<file path="config.mk">
export PLATFORM = sky130hd
export DESIGN_NAME = multicycle_ctrl
export DESIGN_NICKNAME = d
export VERILOG_FILES = /design/src/rtl/multicycle_ctrl.sv
export SDC_FILE = /design/constraint.sdc
export NUM_CORES = 1
export LEC_CHECK = 0
export CORE_UTILIZATION = 40
export DETAILED_ROUTE_END_ITERATION = 7
export PLACE_DENSITY = 0.76
export SLEW_MARGIN = 20
export SYNTH_ARGS = -nofsm -noshare
export SYNTH_HDL_FRONTEND = slang
export SYNTH_SLANG_ARGS = --single-unit
</file>
<file path="constraint.sdc">
create_clock -name clk -period 2.28 [get_ports clk]
set_clock_uncertainty 0.05 [all_clocks]
set_input_delay 0.342 -clock clk [delete_from_list [all_inputs] [get_ports clk]]
set_output_delay 0.342 -clock clk [all_outputs]
set_load 0.03 [all_outputs]
</file>
<file path="src/rtl/multicycle_ctrl.sv">
// Multi-cycle RV32I control FSM: accepts one instruction per handshake, decodes it,
// and sequences DECODE/EXEC/MEM/WB while driving register-file, ALU and memory controls.
`timescale 1ns/1ps

module multicycle_ctrl #(
    parameter int unsigned DATA_WIDTH    = 32,
    parameter int unsigned ADDRESS_WIDTH = 5,
    parameter int unsigned LOAD_LAT      = 2
) (
    input  logic                     clk,
    input  logic                     rst_n,
    input  logic [31:0]              instr,
    input  logic                     instr_valid,
    output logic                     instr_ready,
    input  logic                     eq,
    output logic [ADDRESS_WIDTH-1:0] rs1,
    output logic [ADDRESS_WIDTH-1:0] rs2,
    output logic [ADDRESS_WIDTH-1:0] rd,
    output logic                     RegWrite,
    output logic                     ALUsrc,
    output logic                     ResultSrc,
    output logic                     MemWrite,
    output logic [2:0]               ALUCtrl,
    output logic [DATA_WIDTH-1:0]    ImmOp,
    output logic                     br_taken,
    output logic                     done,
    output logic                     illegal
);

    localparam int unsigned CNT_W = 4;

    localparam logic [6:0] OP_R      = 7'b0110011;
    localparam logic [6:0] OP_I      = 7'b0010011;
    localparam logic [6:0] OP_LOAD   = 7'b0000011;
    localparam logic [6:0] OP_STORE  = 7'b0100011;
    localparam logic [6:0] OP_BRANCH = 7'b1100011;

    localparam logic [2:0] ALU_ADD = 3'b000;
    localparam logic [2:0] ALU_SUB = 3'b001;
    localparam logic [2:0] ALU_AND = 3'b010;
    localparam logic [2:0] ALU_OR  = 3'b011;
    localparam logic [2:0] ALU_SLT = 3'b101;

    typedef enum logic [2:0] {
        S_IDLE,
        S_DECODE,
        S_EXEC,
        S_MEM,
        S_WB
    } state_t;

    typedef enum logic [2:0] {
        K_ALU_R,
        K_ALU_I,
        K_LW,
        K_SW,
        K_BEQ,
        K_BNE,
        K_BAD
    } kind_t;

    state_t             state;
    state_t             state_nxt;
    logic [31:0]        ir;
    logic [31:0]        ir_nxt;
    logic [CNT_W-1:0]   cnt;
    logic [CNT_W-1:0]   cnt_nxt;

    logic [31:0]        dec_word;
    logic [6:0]         dec_op;
    logic [2:0]         dec_f3;
    logic [6:0]         dec_f7;
    logic [31:0]        imm_i;
    logic [31:0]        imm_s;
    logic [31:0]        imm_b;
    kind_t              dec_kind;
    logic [2:0]         dec_alu;
    logic               dec_alusrc;
    logic [31:0]        dec_imm;

    logic                     go_idle;
    logic                     instr_ready_nxt;
    logic [ADDRESS_WIDTH-1:0] rs1_nxt;
    logic [ADDRESS_WIDTH-1:0] rs2_nxt;
    logic [ADDRESS_WIDTH-1:0] rd_nxt;
    logic                     reg_write_nxt;
    logic                     alu_src_nxt;
    logic                     result_src_nxt;
    logic                     mem_write_nxt;
    logic [2:0]               alu_ctrl_nxt;
    logic [DATA_WIDTH-1:0]    imm_nxt;
    logic                     br_taken_nxt;
    logic                     done_nxt;
    logic                     illegal_nxt;

    // Decode the live word while accepting, the latched word afterwards
    assign dec_word = (state == S_IDLE) ? instr : ir;
    assign dec_op   = dec_word[6:0];
    assign dec_f3   = dec_word[14:12];
    assign dec_f7   = dec_word[31:25];

    // Sign-extended immediate formats
    assign imm_i = {{20{dec_word[31]}}, dec_word[31:20]};
    assign imm_s = {{20{dec_word[31]}}, dec_word[31:25], dec_word[11:7]};
    assign imm_b = {{19{dec_word[31]}}, dec_word[31], dec_word[7], dec_word[30:25],
                    dec_word[11:8], 1'b0};

    // Classify the instruction and derive ALU control, operand select and immediate
    always_comb begin
        dec_kind   = K_BAD;
        dec_alu    = ALU_ADD;
        dec_alusrc = 1'b0;
        dec_imm    = '0;
        case (dec_op)
            OP_R: begin
                if (dec_f7 == 7'b0000000) begin
                    case (dec_f3)
                        3'b000:  begin dec_kind = K_ALU_R; dec_alu = ALU_ADD; end
                        3'b111:  begin dec_kind = K_ALU_R; dec_alu = ALU_AND; end
                        3'b110:  begin dec_kind = K_ALU_R; dec_alu = ALU_OR;  end
                        3'b010:  begin dec_kind = K_ALU_R; dec_alu = ALU_SLT; end
                        default: dec_kind = K_BAD;
                    endcase
                end else if (dec_f7 == 7'b0100000 && dec_f3 == 3'b000) begin
                    dec_kind = K_ALU_R;
                    dec_alu  = ALU_SUB;
                end
            end
            OP_I: begin
                dec_alusrc = 1'b1;
                dec_imm    = imm_i;
                case (dec_f3)
                    3'b000:  begin dec_kind = K_ALU_I; dec_alu = ALU_ADD; end
                    3'b111:  begin dec_kind = K_ALU_I; dec_alu = ALU_AND; end
                    3'b110:  begin dec_kind = K_ALU_I; dec_alu = ALU_OR;  end
                    3'b010:  begin dec_kind = K_ALU_I; dec_alu = ALU_SLT; end
                    default: dec_kind = K_BAD;
                endcase
            end
            OP_LOAD: begin
                dec_alusrc = 1'b1;
                dec_imm    = imm_i;
                if (dec_f3 == 3'b010) begin
                    dec_kind = K_LW;
                end
            end
            OP_STORE: begin
                dec_alusrc = 1'b1;
                dec_imm    = imm_s;
                if (dec_f3 == 3'b010) begin
                    dec_kind = K_SW;
                end
            end
            OP_BRANCH: begin
                dec_alu = ALU_SUB;
                dec_imm = imm_b;
                case (dec_f3)
                    3'b000:  dec_kind = K_BEQ;
                    3'b001:  dec_kind = K_BNE;
                    default: dec_kind = K_BAD;
                endcase
            end
            default: dec_kind = K_BAD;
        endcase
    end

    // State register and in-flight bookkeeping
    always_ff @(posedge clk or negedge rst_n) begin
        if (!rst_n) begin
            state <= S_IDLE;
            ir    <= '0;
            cnt   <= '0;
        end else begin
            state <= state_nxt;
            ir    <= ir_nxt;
            cnt   <= cnt_nxt;
        end
    end

    // Next state and next value of every registered output
    always_comb begin
        state_nxt       = state;
        ir_nxt          = ir;
        cnt_nxt         = cnt;
        go_idle         = 1'b0;
        instr_ready_nxt = 1'b0;
        rs1_nxt         = rs1;
        rs2_nxt         = rs2;
        rd_nxt          = rd;
        alu_src_nxt     = ALUsrc;
        alu_ctrl_nxt    = ALUCtrl;
        imm_nxt         = ImmOp;
        reg_write_nxt   = 1'b0;
        result_src_nxt  = 1'b0;
        mem_write_nxt   = 1'b0;
        br_taken_nxt    = 1'b0;
        done_nxt        = 1'b0;
        illegal_nxt     = 1'b0;

        case (state)
            S_IDLE: begin
                if (instr_valid) begin
                    ir_nxt    = instr;
                    state_nxt = S_DECODE;
                    if (dec_kind == K_BAD) begin
                        illegal_nxt = 1'b1;
                    end else begin
                        rs1_nxt      = ADDRESS_WIDTH'(instr[19:15]);
                        rs2_nxt      = ADDRESS_WIDTH'(instr[24:20]);
                        rd_nxt       = ADDRESS_WIDTH'(instr[11:7]);
                        alu_ctrl_nxt = dec_alu;
                        alu_src_nxt  = dec_alusrc;
                        imm_nxt      = DATA_WIDTH'(dec_imm);
                    end
                end else begin
                    go_idle = 1'b1;
                end
            end
            S_DECODE: begin
                if (dec_kind == K_BAD) begin
                    go_idle = 1'b1;
                end else begin
                    state_nxt = S_EXEC;
                    // Operands have been stable since accept, so eq is settled here
                    if (dec_kind == K_BEQ) begin
                        br_taken_nxt = eq;
                        done_nxt     = 1'b1;
                    end else if (dec_kind == K_BNE) begin
                        br_taken_nxt = ~eq;
                        done_nxt     = 1'b1;
                    end
                end
            end
            S_EXEC: begin
                case (dec_kind)
                    K_LW: begin
                        state_nxt      = S_MEM;
                        result_src_nxt = 1'b1;
                        cnt_nxt        = CNT_W'(LOAD_LAT - 1);
                    end
                    K_SW: begin
                        state_nxt     = S_MEM;
                        mem_write_nxt = 1'b1;
                        done_nxt      = 1'b1;
                    end
                    K_ALU_R, K_ALU_I: begin
                        state_nxt     = S_WB;
                        reg_write_nxt = (rd != '0);
                        done_nxt      = 1'b1;
                    end
                    default: go_idle = 1'b1;
                endcase
            end
            S_MEM: begin
                if (dec_kind == K_LW) begin
                    result_src_nxt = 1'b1;
                    if (cnt == '0) begin
                        state_nxt     = S_WB;
                        reg_write_nxt = (rd != '0);
                        done_nxt      = 1'b1;
                    end else begin
                        cnt_nxt = cnt - CNT_W'(1);
                    end
                end else begin
                    go_idle = 1'b1;
                end
            end
            S_WB:    go_idle = 1'b1;
            default: go_idle = 1'b1;
        endcase

        // Returning to IDLE clears the decoded fields and reopens the handshake
        if (go_idle) begin
            state_nxt       = S_IDLE;
            instr_ready_nxt = 1'b1;
            rs1_nxt         = '0;
            rs2_nxt         = '0;
            rd_nxt          = '0;
            alu_src_nxt     = 1'b0;
            alu_ctrl_nxt    = ALU_ADD;
            imm_nxt         = '0;
        end
    end

    // Output registers
    always_ff @(posedge clk or negedge rst_n) begin
        if (!rst_n) begin
            instr_ready <= 1'b1;
            rs1         <= '0;
            rs2         <= '0;
            rd          <= '0;
            RegWrite    <= 1'b0;
            ALUsrc      <= 1'b0;
            ResultSrc   <= 1'b0;
            MemWrite    <= 1'b0;
            ALUCtrl     <= '0;
            ImmOp       <= '0;
            br_taken    <= 1'b0;
            done        <= 1'b0;
            illegal     <= 1'b0;
        end else begin
            instr_ready <= instr_ready_nxt;
            rs1         <= rs1_nxt;
            rs2         <= rs2_nxt;
            rd          <= rd_nxt;
            RegWrite    <= reg_write_nxt;
            ALUsrc      <= alu_src_nxt;
            ResultSrc   <= result_src_nxt;
            MemWrite    <= mem_write_nxt;
            ALUCtrl     <= alu_ctrl_nxt;
            ImmOp       <= imm_nxt;
            br_taken    <= br_taken_nxt;
            done        <= done_nxt;
            illegal     <= illegal_nxt;
        end
    end

endmodule

</file>
==> out/metrics.cfg <==
[worst_setup_path]
critical_path_start_end_classification=reg -> reg
setup.reg_to_reg.worst_slack_ns=-0.23
r2r_start=state[0]

[clocking]
clk_path_buf_depth=2
clock_sink_count=73
worst_skew_pair.late_latency_ns=0.36

[power]
leakagePower_uw=0.00249
cellInternalPower_uw=3350
power.sequential.fraction_pct=34.3
power.combinational.fraction_pct=45.0
netSwitchingPower_uw=1890
clkPwrFrac_pct=20.8

[cells_and_area]
n_all_inverters=8
comb_area_share_pct=33.8
diodes_inserted=0
ff_latch_area_um2=1830
drive_gt1_share_pct=33.3
area_delta_synth_final_pct=48.9

[sta]
final_period_minus_worst_setup_slack_ns=2.51
setup_violation_total_in_the_final_timing_report=43
report.final.slew_viol_count=0
final_hold_viol_count=0
finalWorstSetupSlack_ns=-0.228

[synth]
synth_adder_area_share_pct=0.630
netlist.top_cell.by_area=sky130_fd_sc_hd__dfrtp_1
yosysSeqAreaShare_pct=46.0
synth.avg_cell_area_um2=11.2
xor_share_pct=0.220
mux_share_pct=12.9
top_cell_area_share_pct=45.4
yosys.area_share.aoi_pct=19.7

[flow_run]
number_of_warnings_in_the_stage_logs=30

[route]
drtPass1Iterations=4
remaining_drc_errors=0
drt.antenna.violating_nets=0
routed_wire_length_per_instance_um=17.2

[global_route]
grt_overflow=0
grt_antenna_before_repair=0

[worst_hold_path]
holdPathEnd=ir[2]
hold_path_startpoint=ir[2]

[die]
die_y_um=102
ios=94

[placement]
post-place-cells=620

[outcome]
failing_checks=setup timing
result_of_the_run=finished, violations left

synthesized netlist by cell type, types with 2 or more instances:
cell and instances:
sky130_fd_sc_hd__a31o_1 2, sky130_fd_sc_hd__a211oi_1 2, sky130_fd_sc_hd__nor3_1 5, sky130_fd_sc_hd__buf_2 7, sky130_fd_sc_hd__o21a_1 2, sky130_fd_sc_hd__nand2_1 16
sky130_fd_sc_hd__a32o_1 29, sky130_fd_sc_hd__nand2b_1 4, sky130_fd_sc_hd__mux2_2 28, sky130_fd_sc_hd__o211ai_1 3, sky130_fd_sc_hd__mux2i_1 16, sky130_fd_sc_hd__o22ai_1 5
sky130_fd_sc_hd__o21ai_1 2, sky130_fd_sc_hd__or2_2 2, sky130_fd_sc_hd__or4_1 2, sky130_fd_sc_hd__nand3_1 8, sky130_fd_sc_hd__a21oi_1 2, sky130_fd_sc_hd__o21ai_0 12
sky130_fd_sc_hd__buf_4 19, sky130_fd_sc_hd__a31oi_2 2, sky130_fd_sc_hd__buf_6 4, sky130_fd_sc_hd__nand3b_1 2, sky130_fd_sc_hd__and3_1 3, sky130_fd_sc_hd__and3b_1 2
sky130_fd_sc_hd__a31oi_1 4, sky130_fd_sc_hd__nor4_1 5, sky130_fd_sc_hd__nor2_1 19, sky130_fd_sc_hd__inv_1 8, sky130_fd_sc_hd__or3_1 3, sky130_fd_sc_hd__ha_1 2
sky130_fd_sc_hd__clkbuf_1 7, sky130_fd_sc_hd__and2_1 7, sky130_fd_sc_hd__o31a_1 2, sky130_fd_sc_hd__o2bb2ai_1 2, sky130_fd_sc_hd__dfrtp_1 72, sky130_fd_sc_hd__o31ai_1 3
sky130_fd_sc_hd__nand4_1 2, sky130_fd_sc_hd__nor2b_1 3, sky130_fd_sc_hd__a21o_1 5
power by group through the flow:
stage / registers, uW / clock network [uW] / logic, uW
after floorplan: 1800 / 0 / 1280
after global placement: 1790 / 0 / 2090
after detailed placement: 1810 / 0 / 2130
after CTS: 1790 / 1110 / 2260
after global routing: 1830 / 1170 / 2490
final: 1790 / 1090 / 2360
per-stage QoR:
step / power, uW / util (%)
floorplan: 3090 / -
global placement: 3890 / 56.5
detailed placement: 3940 / 56.5
CTS: 5160 / 60.4
global route: 5490 / 61.1
finish: 5240 / 61.1
worst max path at each step:
| stage | startpoint | end | slack, ns | cells after the start |
|---|---|---|---|---|
| 2_1_floorplan | state[2] | ImmOp[3] | -0.09 | 9 |
| 3_3_place_gp | instr[0] | ImmOp[6] | -0.49 | 9 |
| 3_5_place_dp | instr[0] | ImmOp[4] | -0.58 | 10 |
| 4_1_cts | state[0] | ImmOp[4] | -0.18 | 9 |
| 5_1_grt | state[0] | state[0] | -0.30 | 9 |
| 6_report | state[0] | state[0] | -0.23 | 9 |
sequential cells by signal, summed over array words and instances (netlist names), 3 cells and up:
name / count
ir: 27
ImmOp: 13
rd: 5
rs1: 5
rs2: 5
cnt: 4
ALUCtrl: 3
state: 3
layer usage:
layer / GRT usage [%] / vias up / wire (um)
met1: 28.9 / 1726 / 4920
li1: - / 1642 / -
met4: 6.80 / 0 / 196
met3: 4.76 / 21 / 584
met2: 36.6 / 142 / 5390
met5: 0 / - / 0
Cell outlines without signal wires:
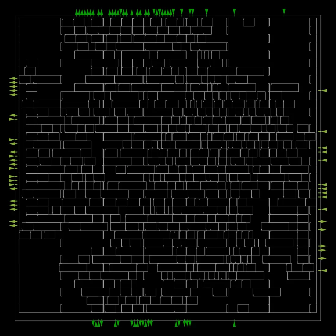
site row count: 36
Core Util, Final: 61.1%
tap cell count: 133
Finished Layout Cells: 647

Cell classes on the final placement:
Scale: 3 px per um.
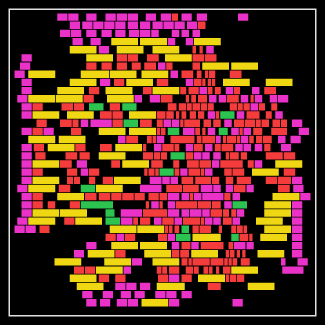
legend:
  remaining logic cells:
    colour: red
    cells: 244
  clock drivers and dummy loads:
    colour: green
    cells: 16
  remaining buffers and delay cells:
    colour: magenta
    cells: 181
  registers:
    colour: yellow
    cells: 73

Where the registers sit:
Scale: 6 px per um. Other sequential cells in the stronger grey, the rest of the logic in the fainter grey.
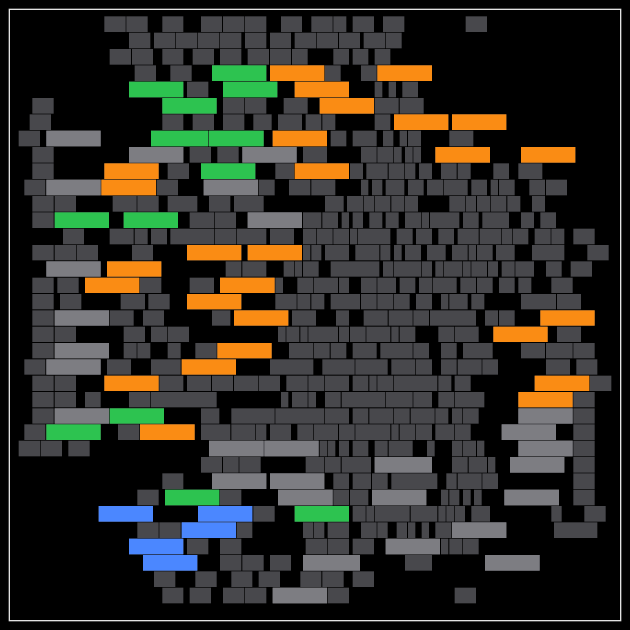
legend:
  `ImmOp`:
    colour: green
    placed_flops: 13
  `rs1`:
    colour: blue
    placed_flops: 5
    where: south-west
  `ir`:
    colour: orange
    placed_flops: 27
not coloured: 28

Power and IR drop assume default switching activity.
